==> src/rtl/alu_sequencer_pkg.sv <==
// Shared definitions for the ALU sequencer: alu_op codes, opcodes, FSM states
// and the instruction class produced by the decoder.
package alu_sequencer_pkg;

   typedef enum logic [5:0] {
      ALU_NOP  = 6'd0,
      ALU_LSL  = 6'd1,
      ALU_LSR  = 6'd2,
      ALU_STR  = 6'd3,
      ALU_LDR  = 6'd4,
      ALU_EMK  = 6'd5,
      ALU_ADD  = 6'd6,
      ALU_SUB  = 6'd7,
      ALU_AND  = 6'd8,
      ALU_ANDI = 6'd9,
      ALU_ORR  = 6'd10,
      ALU_ORRI = 6'd11,
      ALU_MOV  = 6'd12,
      ALU_MOVI = 6'd13,
      ALU_BEQ  = 6'd14
   } alu_op_t;

   localparam logic [3:0] OP_NOP  = 4'd0;
   localparam logic [3:0] OP_LSL  = 4'd1;
   localparam logic [3:0] OP_LSR  = 4'd2;
   localparam logic [3:0] OP_STR  = 4'd3;
   localparam logic [3:0] OP_LDR  = 4'd4;
   localparam logic [3:0] OP_EMK  = 4'd5;
   localparam logic [3:0] OP_ADD  = 4'd6;
   localparam logic [3:0] OP_SUB  = 4'd7;
   localparam logic [3:0] OP_AND  = 4'd8;
   localparam logic [3:0] OP_ANDI = 4'd9;
   localparam logic [3:0] OP_ORR  = 4'd10;
   localparam logic [3:0] OP_ORRI = 4'd11;
   localparam logic [3:0] OP_MOV  = 4'd12;
   localparam logic [3:0] OP_MOVI = 4'd13;
   localparam logic [3:0] OP_BEQ  = 4'd14;
   localparam logic [3:0] OP_HALT = 4'd15;

   typedef enum logic [2:0] {
      S_IDLE   = 3'd0,
      S_FETCH  = 3'd1,
      S_EXEC   = 3'd2,
      S_MEM    = 3'd3,
      S_WB     = 3'd4,
      S_HALTED = 3'd5
   } seq_state_t;

   // Instructions with none of these bits set (NOP) simply advance the PC.
   typedef struct packed {
      logic is_mem;
      logic is_store;
      logic is_branch;
      logic is_halt;
      logic sets_flag;
      logic has_wb;
   } inst_class_t;

endpackage

==> src/rtl/alu_seq_decode.sv <==
// Combinational opcode decoder: maps a 4-bit opcode to the shared alu_op code
// and the instruction class that steers the sequencer.
module alu_seq_decode
   import alu_sequencer_pkg::*;
(
   input  logic [3:0]  opcode,
   output alu_op_t     alu_op,
   output inst_class_t cls
);

   always_comb begin
      alu_op = ALU_NOP;
      cls    = '0;
      case (opcode)
         OP_NOP:  alu_op = ALU_NOP;
         OP_LSL:  begin alu_op = ALU_LSL;  cls.has_wb = 1'b1; end
         OP_LSR:  begin alu_op = ALU_LSR;  cls.has_wb = 1'b1; end
         OP_STR:  begin alu_op = ALU_STR;  cls.is_mem = 1'b1; cls.is_store = 1'b1; end
         OP_LDR:  begin alu_op = ALU_LDR;  cls.is_mem = 1'b1; end
         OP_EMK:  begin alu_op = ALU_EMK;  cls.has_wb = 1'b1; end
         OP_ADD:  begin alu_op = ALU_ADD;  cls.has_wb = 1'b1; cls.sets_flag = 1'b1; end
         OP_SUB:  begin alu_op = ALU_SUB;  cls.has_wb = 1'b1; cls.sets_flag = 1'b1; end
         OP_AND:  begin alu_op = ALU_AND;  cls.has_wb = 1'b1; end
         OP_ANDI: begin alu_op = ALU_ANDI; cls.has_wb = 1'b1; end
         OP_ORR:  begin alu_op = ALU_ORR;  cls.has_wb = 1'b1; end
         OP_ORRI: begin alu_op = ALU_ORRI; cls.has_wb = 1'b1; end
         OP_MOV:  begin alu_op = ALU_MOV;  cls.has_wb = 1'b1; end
         OP_MOVI: begin alu_op = ALU_MOVI; cls.has_wb = 1'b1; end
         OP_BEQ:  begin alu_op = ALU_BEQ;  cls.is_branch = 1'b1; end
         OP_HALT: begin alu_op = ALU_NOP;  cls.is_halt = 1'b1; end
         default: alu_op = ALU_NOP;
      endcase
   end

endmodule

==> src/rtl/alu_sequencer.sv <==
// Multi-cycle FETCH/EXEC/MEM/WB sequencer for the 8-bit lab ALU.
// Optional performance counters are built when ALU_SEQ_PERF_CNT_EN is defined.
//
// Handshakes: inst_req_o / mem_req_o are held high from the cycle the request
// is raised until the cycle the matching *_ack_i is sampled high at a rising
// clock edge; the request drops on the cycle after that edge. An ack sampled
// while its request is low has no effect.
module alu_sequencer
   import alu_sequencer_pkg::*;
#(
   parameter int              PC_W     = 8,
   parameter logic [PC_W-1:0] START_PC = '0
) (
   input  logic            clk,
   input  logic            reset,
   input  logic            start_i,
   input  logic [8:0]      inst_i,
   input  logic            inst_ack_i,
   input  logic            alu_zero_i,
   input  logic            alu_ov_i,
   input  logic            mem_ack_i,
   output logic [PC_W-1:0] pc_o,
   output logic            inst_req_o,
   output logic [8:0]      ir_o,
   output logic [5:0]      alu_op_o,
   output logic            alu_ov_o,
   output logic            rf_we_o,
   output logic            mem_req_o,
   output logic            mem_we_o,
   output logic            done_o,
   output logic [15:0]     cyc_cnt_o,
   output logic [15:0]     ret_cnt_o,
   output seq_state_t      state_o
);

   seq_state_t      state, state_nx;
   logic [PC_W-1:0] pc, pc_nx;
   logic [8:0]      ir, ir_nx;
   logic            flag, flag_nx;
   logic            start_ok;
   logic [PC_W-1:0] pc_inc, pc_br;
   alu_op_t         dec_op;
   inst_class_t     dec_cls;

   // IR only changes on a fetch ack, so decoding ir_nx gives the current
   // instruction in EXEC/MEM and the incoming one on the way into EXEC.
   assign ir_nx = (state == S_FETCH && inst_ack_i) ? inst_i : ir;

   alu_seq_decode u_decode (
      .opcode (ir_nx[8:5]),
      .alu_op (dec_op),
      .cls    (dec_cls)
   );

   assign start_ok = start_i && (state == S_IDLE || state == S_HALTED);
   assign pc_inc   = pc + PC_W'(1);
   assign pc_br    = pc + PC_W'($signed(ir[4:0]));

   always_comb begin
      state_nx = state;
      pc_nx    = pc;
      flag_nx  = flag;
      case (state)
         S_IDLE, S_HALTED: begin
            if (start_ok) begin
               state_nx = S_FETCH;
               pc_nx    = START_PC;
               flag_nx  = 1'b0;
            end
         end
         S_FETCH: begin
            if (inst_ack_i) state_nx = S_EXEC;
         end
         S_EXEC: begin
            if (dec_cls.sets_flag) flag_nx = alu_ov_i;
            if (dec_cls.is_branch) begin
               pc_nx    = alu_zero_i ? pc_br : pc_inc;
               state_nx = S_FETCH;
            end else if (dec_cls.is_mem) begin
               state_nx = S_MEM;
            end else if (dec_cls.is_halt) begin
               state_nx = S_HALTED;
            end else if (dec_cls.has_wb) begin
               state_nx = S_WB;
            end else begin
               pc_nx    = pc_inc;
               state_nx = S_FETCH;
            end
         end
         S_MEM: begin
            if (mem_ack_i) begin
               if (dec_cls.is_store) begin
                  pc_nx    = pc_inc;
                  state_nx = S_FETCH;
               end else begin
                  state_nx = S_WB;
               end
            end
         end
         S_WB: begin
            pc_nx    = pc_inc;
            state_nx = S_FETCH;
         end
         default: state_nx = S_IDLE;
      endcase
   end

   // Outputs are registered from the next state so they line up with it.
   always_ff @(posedge clk or posedge reset) begin
      if (reset) begin
         state      <= S_IDLE;
         pc         <= START_PC;
         ir         <= '0;
         flag       <= 1'b0;
         inst_req_o <= 1'b0;
         rf_we_o    <= 1'b0;
         mem_req_o  <= 1'b0;
         mem_we_o   <= 1'b0;
         done_o     <= 1'b0;
         alu_op_o   <= ALU_NOP;
      end else begin
         state      <= state_nx;
         pc         <= pc_nx;
         ir         <= ir_nx;
         flag       <= flag_nx;
         inst_req_o <= (state_nx == S_FETCH);
         rf_we_o    <= (state_nx == S_WB);
         mem_req_o  <= (state_nx == S_MEM);
         mem_we_o   <= (state_nx == S_MEM) && dec_cls.is_store;
         done_o     <= (state_nx == S_HALTED);
         alu_op_o   <= (state_nx == S_EXEC || state_nx == S_MEM) ? dec_op : ALU_NOP;
      end
   end

   assign pc_o     = pc;
   assign ir_o     = ir;
   assign alu_ov_o = flag;
   assign state_o  = state;

`ifdef ALU_SEQ_PERF_CNT_EN
   logic active, retire;
   logic [15:0] cyc_cnt, ret_cnt;

   assign active = (state != S_IDLE) && (state != S_HALTED);
   assign retire = (state == S_WB)
                || (state == S_MEM && mem_ack_i && dec_cls.is_store)
                || (state == S_EXEC && !dec_cls.is_mem && !dec_cls.has_wb);

   always_ff @(posedge clk or posedge reset) begin
      if (reset) begin
         cyc_cnt <= '0;
         ret_cnt <= '0;
      end else if (start_ok) begin
         cyc_cnt <= '0;
         ret_cnt <= '0;
      end else begin
         if (active && cyc_cnt != 16'hFFFF) cyc_cnt <= cyc_cnt + 16'd1;
         if (retire && ret_cnt != 16'hFFFF) ret_cnt <= ret_cnt + 16'd1;
      end
   end

   assign cyc_cnt_o = cyc_cnt;
   assign ret_cnt_o = ret_cnt;
`else
   assign cyc_cnt_o = 16'd0;
   assign ret_cnt_o = 16'd0;
`endif

endmodule

==> config.mk <==
export PLATFORM = sky130hd
export DESIGN_NAME = alu_sequencer
export DESIGN_NICKNAME = d
export VERILOG_FILES = /design/src/rtl/alu_sequencer_pkg.sv /design/src/rtl/alu_seq_decode.sv /design/src/rtl/alu_sequencer.sv
export SDC_FILE = /design/constraint.sdc
export NUM_CORES = 1
export LEC_CHECK = 0
export CAP_MARGIN = 20
export CORE_MARGIN = 5
export CORE_UTILIZATION = 38
export CTS_CLUSTER_DIAMETER = 150
export DETAILED_ROUTE_END_ITERATION = 10
export PLACE_DENSITY = 0.73
export SLEW_MARGIN = 30
export SYNTH_ARGS = -nofsm -noshare
export SYNTH_HDL_FRONTEND = slang
export SYNTH_SLANG_ARGS = --single-unit
==> constraint.sdc <==
create_clock -name clk -period 2.7 [get_ports clk]
set_input_delay 0.81 -clock clk [delete_from_list [all_inputs] [get_ports clk]]
set_output_delay 0.81 -clock clk [all_outputs]
set_load 0.005 [all_outputs]
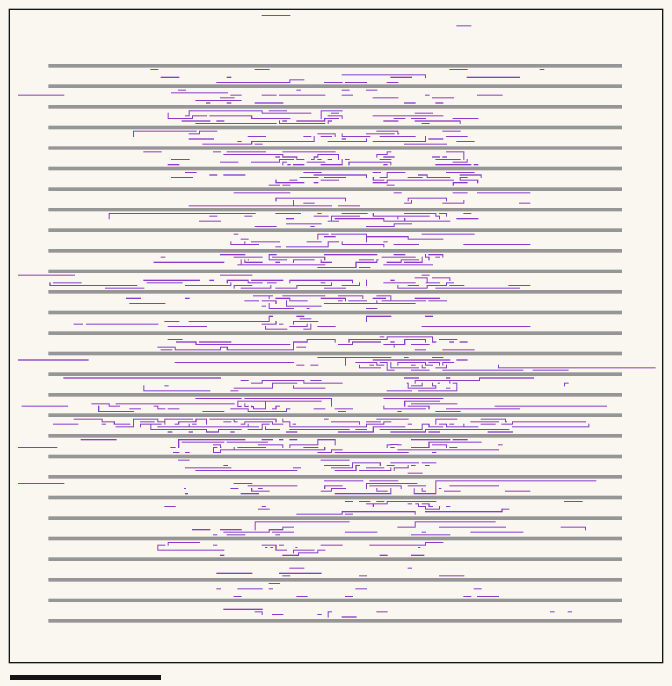
*Met1 routing, run 1*
The bar under the picture is 20 microns long. Supply wires on this layer in gray.
longest straight run: 21.2 microns
wire length on this layer: 2160 microns
total length of routed wires: 4981 microns
via count: 1780

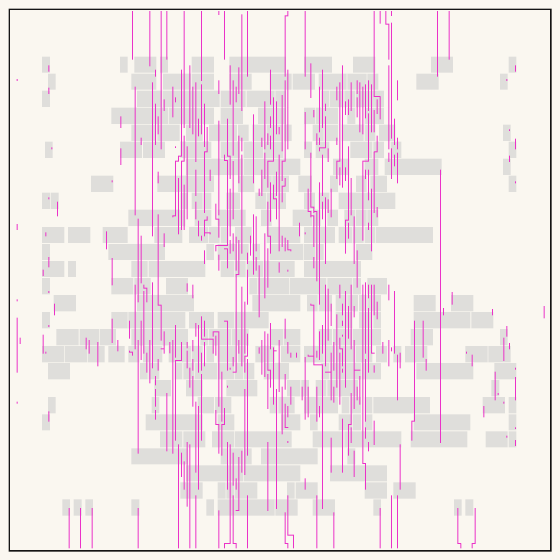
*The metal 2 layer, run 1*
Cells faint in the background.
main direction: vertical
share of all routed wire: 46%
wire length on this layer: 2290 microns
met2 GRT Util: 21.23%

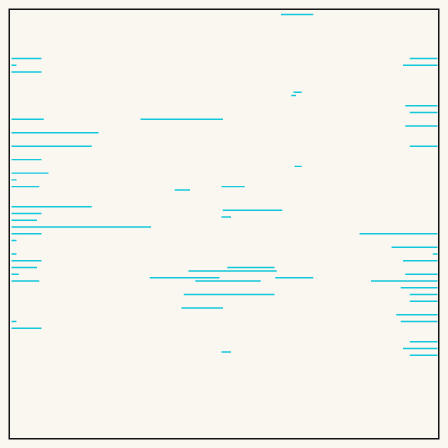
*The metal 3 layer, run 1*
main direction: horizontal
share of all routed wire: 8.6%
nets with wire on the layer: 53
wire length on this layer: 426 microns
longest straight run: 27.8 microns
met3 Usage GRT: 3.707%

==> impl_metrics.xml, run 1 <==
<?xml version="1.0" encoding="UTF-8"?>
<metrics>
  <group name="die">
    <metric name="floorplan.die_area" unit="sq um">7440</metric>
    <metric name="die.size.y" unit="microns">86.26</metric>
    <metric name="floorplan.core_area" unit="sq um">5574</metric>
    <metric name="initial_utilization" unit="%">39.64</metric>
  </group>
  <group name="drt">
    <metric name="top_layer_used" unit="">met4</metric>
    <metric name="drtPass1Iterations" unit="">6</metric>
    <metric name="met3_length" unit="microns">425</metric>
    <metric name="route.met2.wl" unit="microns">2294</metric>
    <metric name="avgViaCountPerCell" unit="">4.877</metric>
    <metric name="detail_route.iter0.violations" unit="">131</metric>
  </group>
  <group name="clock_tree">
    <metric name="tritoncts" unit="">yes</metric>
    <metric name="cts-hold-fix-buffers" unit="">0</metric>
    <metric name="post_cts_resize_count" unit="">0</metric>
  </group>
  <group name="critical_path">
    <metric name="critPathTopFamily" unit="">multiplexers</metric>
    <metric name="critical_path.most_common_cell" unit="">mux2_4</metric>
    <metric name="timing.rr.end" unit="">pc_o[4]$_DFFE_PP0P_</metric>
    <metric name="worst_path_max_delay_cell" unit="">clkdlybuf4s50_1</metric>
    <metric name="critPathKind" unit="">in -&gt; reg</metric>
  </group>
  <group name="synth">
    <metric name="synthCells" unit="">237</metric>
    <metric name="ys_sh_aoi" unit="%">18.86</metric>
    <metric name="synthesis.yosys.warnings" unit="">0</metric>
    <metric name="synthDistinctLibCells" unit="">58</metric>
    <metric name="ys_ff" unit="">30</metric>
    <metric name="yosys-stat-cells" unit="">237</metric>
  </group>
  <group name="pwr">
    <metric name="power.ir.vdd_worst" unit="V">0.0003238</metric>
    <metric name="power_report.internal_total" unit="W">0.001659</metric>
    <metric name="post-layout-total-power" unit="W">0.002805</metric>
    <metric name="p_comb_share" unit="%">56.0</metric>
  </group>
  <group name="finish">
    <metric name="finish.utilization" unit="%">49.16</metric>
    <metric name="instances_no_fill" unit="">365</metric>
    <metric name="lay_top_count" unit="">clkdlybuf4s50_1</metric>
    <metric name="stdcell_area" unit="sq um">2740</metric>
    <metric name="antenna-diode-count" unit="">0</metric>
  </group>
  <group name="place">
    <metric name="dp.cells" unit="">357</metric>
    <metric name="place_ws" unit="ns">-0.1155</metric>
    <metric name="placement.cell_area" unit="sq um">2649</metric>
    <metric name="place_hpwl" unit="microns">3896</metric>
  </group>
  <group name="final_timing">
    <metric name="final_period_minus_worst_setup_slack" unit="ns">2.540</metric>
    <metric name="slew-limit-headroom" unit="%">63.21</metric>
  </group>
  <group name="outcome">
    <metric name="outcome" unit="">completed</metric>
  </group>
  <group name="hold_path">
    <metric name="min_delay_path_depth" unit="">1</metric>
    <metric name="hold_path_class" unit="">reg -&gt; reg</metric>
  </group>
</metrics>
-- run 1: flip-flops by register name, summed over array words and instances (netlist names), 3 cells and up --
signal and flops:
pc_o 8, state_o 3, alu_op_o 4, ir_o 9
-- run 1: final cells by class --
| cell class | count | area, sq um | area share, % |
|---|---|---|---|
| well taps | 72 | 90.09 | 3.288 |
| clock buffers | 7 | 86.33 | 3.151 |
| flip-flops and latches | 30 | 750.7 | 27.40 |
| multi-input cells | 183 | 1211 | 44.20 |
| inverters | 15 | 56.30 | 2.055 |
| clock inverters | 1 | 5.005 | 0.1826 |
| repair buffers | 57 | 540.5 | 19.73 |
-- run 1: cell usage after synthesis, types with 3 or more instances --
cell type	n
buf_6	3
a211oi_1	3
buf_2	3
o21ai_0	7
o21ai_1	12
nand3_1	9
a21o_1	4
nor3b_1	3
a221oi_1	3
inv_1	15
a21oi_1	11
nor2_1	15
xnor2_1	6
mux2_2	6
and3_1	4
buf_4	35
ha_1	8
dfrtp_1	30
nand2_1	10
mux2i_1	3
-- run 1: power by group through the flow --
stage               Clock [W]  Sequential (W)  Combinational, W
floorplan                   0        0.000773           0.00109
global placement            0        0.000860           0.00154
detailed placement          0        0.000865           0.00158
CTS                  0.000386        0.000859           0.00159
global route         0.000405        0.000897           0.00174
finish               0.000373        0.000860           0.00157
-- run 1: cells by family (layout without fill, tap and decap cells) --
family | Yosys count | in the layout
XOR/XNOR | 6 | 6
AND/OR/NAND/NOR | 63 | 63
adder cells (fa/ha/maj) | 9 | 9
other | 1 | 34
buffers and inverters | 57 | 80
AND-OR/OR-AND | 60 | 60
flip-flops | 30 | 30
multiplexers | 11 | 11
### Track usage over the die, run 1

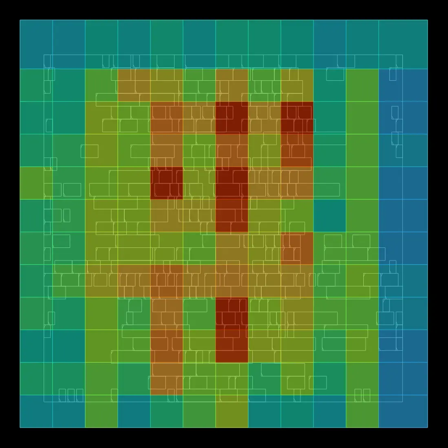

==> run 1 -> run 2 <==
==> constraint.sdc (replaced) <==
create_clock -name clk -period 3.3 [get_ports clk]
set_input_delay 0.99 -clock clk [delete_from_list [all_inputs] [get_ports clk]]
set_output_delay 0.99 -clock clk [all_outputs]
set_load 0.005 [all_outputs]
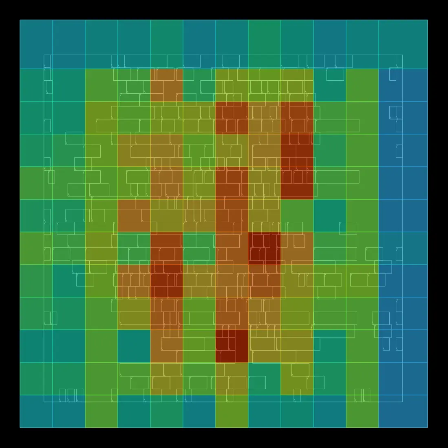
*Track usage over the die, run 2*
busiest layer in global routing: met2
Avg WL per Cell: 13.70 microns
global routing usage summed across all routing layers: 13.15%
Finished Core Util: 48.01%

==> impl_metrics.xml, run 2 <==
<?xml version="1.0" encoding="UTF-8"?>
<metrics>
  <group name="drt">
    <metric name="met3_length" unit="microns">387</metric>
    <metric name="route.met2.wl" unit="microns">2241</metric>
    <metric name="drtPass1Iterations" unit="">4</metric>
    <metric name="detail_route.iter0.violations" unit="">102</metric>
    <metric name="avgViaCountPerCell" unit="">4.933</metric>
  </group>
  <group name="hold_path">
    <metric name="min_delay_path_depth" unit="">1</metric>
    <metric name="hold_path_class" unit="">reg -&gt; reg</metric>
  </group>
  <group name="pwr">
    <metric name="power_sequential" unit="W">0.000708</metric>
    <metric name="power_report.internal_total" unit="W">0.001316</metric>
    <metric name="power_clock" unit="W">0.000312</metric>
  </group>
  <group name="finish">
    <metric name="antenna-diode-count" unit="">0</metric>
    <metric name="stdcell_area" unit="sq um">2676</metric>
  </group>
  <group name="place">
    <metric name="place_ws" unit="ns">0.2825</metric>
    <metric name="dp.cells" unit="">348</metric>
  </group>
  <group name="synth">
    <metric name="synthDistinctLibCells" unit="">58</metric>
  </group>
  <group name="clock_tree">
    <metric name="tritoncts" unit="">yes</metric>
    <metric name="post_cts_resize_count" unit="">0</metric>
  </group>
  <group name="final_timing">
    <metric name="slew-limit-headroom" unit="%">63.72</metric>
  </group>
  <group name="critical_path">
    <metric name="timing.rr.end" unit="">pc_o[4]$_DFFE_PP0P_</metric>
    <metric name="critPathKind" unit="">in -&gt; reg</metric>
  </group>
  <group name="outcome">
    <metric name="outcome" unit="">completed</metric>
  </group>
  <group name="die">
    <metric name="initial_utilization" unit="%">39.64</metric>
  </group>
</metrics>
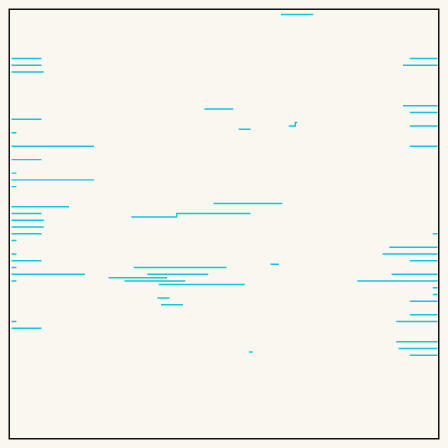
*The metal 3 layer, run 2*
wire length on this layer: 388 microns
main direction: horizontal
longest straight run: 18.4 microns
nets with wire on the layer: 54
met3 Usage GRT: 3.137%
total length of routed wires: 4877 microns
via count: 1756

[run 2: cell count changes in the layout (fill, tap and decap cells not counted), sizes merged]
cell,previous run,this run
buf,12,3
clkbuf,7,6
clkinvlp,0,1
[run 2: kinds of logic (layout without fill, tap and decap cells)]
group                    after synthesis  count (layout)  synth area share, %
AND-OR/OR-AND                         60              60                18.86
XOR/XNOR                               6               6                2.378
adder cells (fa/ha/maj)                9               9                5.436
buffers and inverters                 57              71                16.82
flip-flops                            30              30                33.98
multiplexers                          11              11                5.776
other                                  1              34               0.1697
AND/OR/NAND/NOR                       63              63                16.59
[run 2: final cells by class]
class                           count  area (sq um)  area share, %
Timing Repair Buffer               48         473.0          17.67
Tap cell                           72         90.09          3.366
Clock inverter                      2         12.51         0.4675
Sequential cell                    30         750.7          28.05
Multi-Input combinational cell    183          1211          45.25
Inverter                           15         56.30          2.104
Clock buffer                        6         82.58          3.086
[run 2: worst max-delay path by stage]
stage / to / depth (start not counted) / startpoint / slack (ns)
2_1_floorplan: pc_o[4]$_DFFE_PP0P_ / 7 / inst_ack_i / 0.82
3_3_place_gp: alu_ov_o$_DFFE_PP0P_ / 7 / inst_ack_i / 0.32
3_5_place_dp: alu_ov_o$_DFFE_PP0P_ / 7 / inst_ack_i / 0.28
4_1_cts: alu_ov_o$_DFFE_PP0P_ / 7 / inst_ack_i / 0.57
5_1_grt: inst_req_o$_DFF_PP0_ / 8 / inst_ack_i / 0.48
6_report: alu_ov_o$_DFFE_PP0P_ / 7 / inst_ack_i / 0.53
[run 2: critical path, cell delays in order]
cell and delay [ns]:
clkdlybuf4s50_1 0.49, and4bb_1 0.31, buf_4 0.27, mux2i_1 0.14, o31ai_1 0.44, nand2_1 0.10
a32o_1 0.21
No activity file was given, so power comes from the tool's default toggle rates.
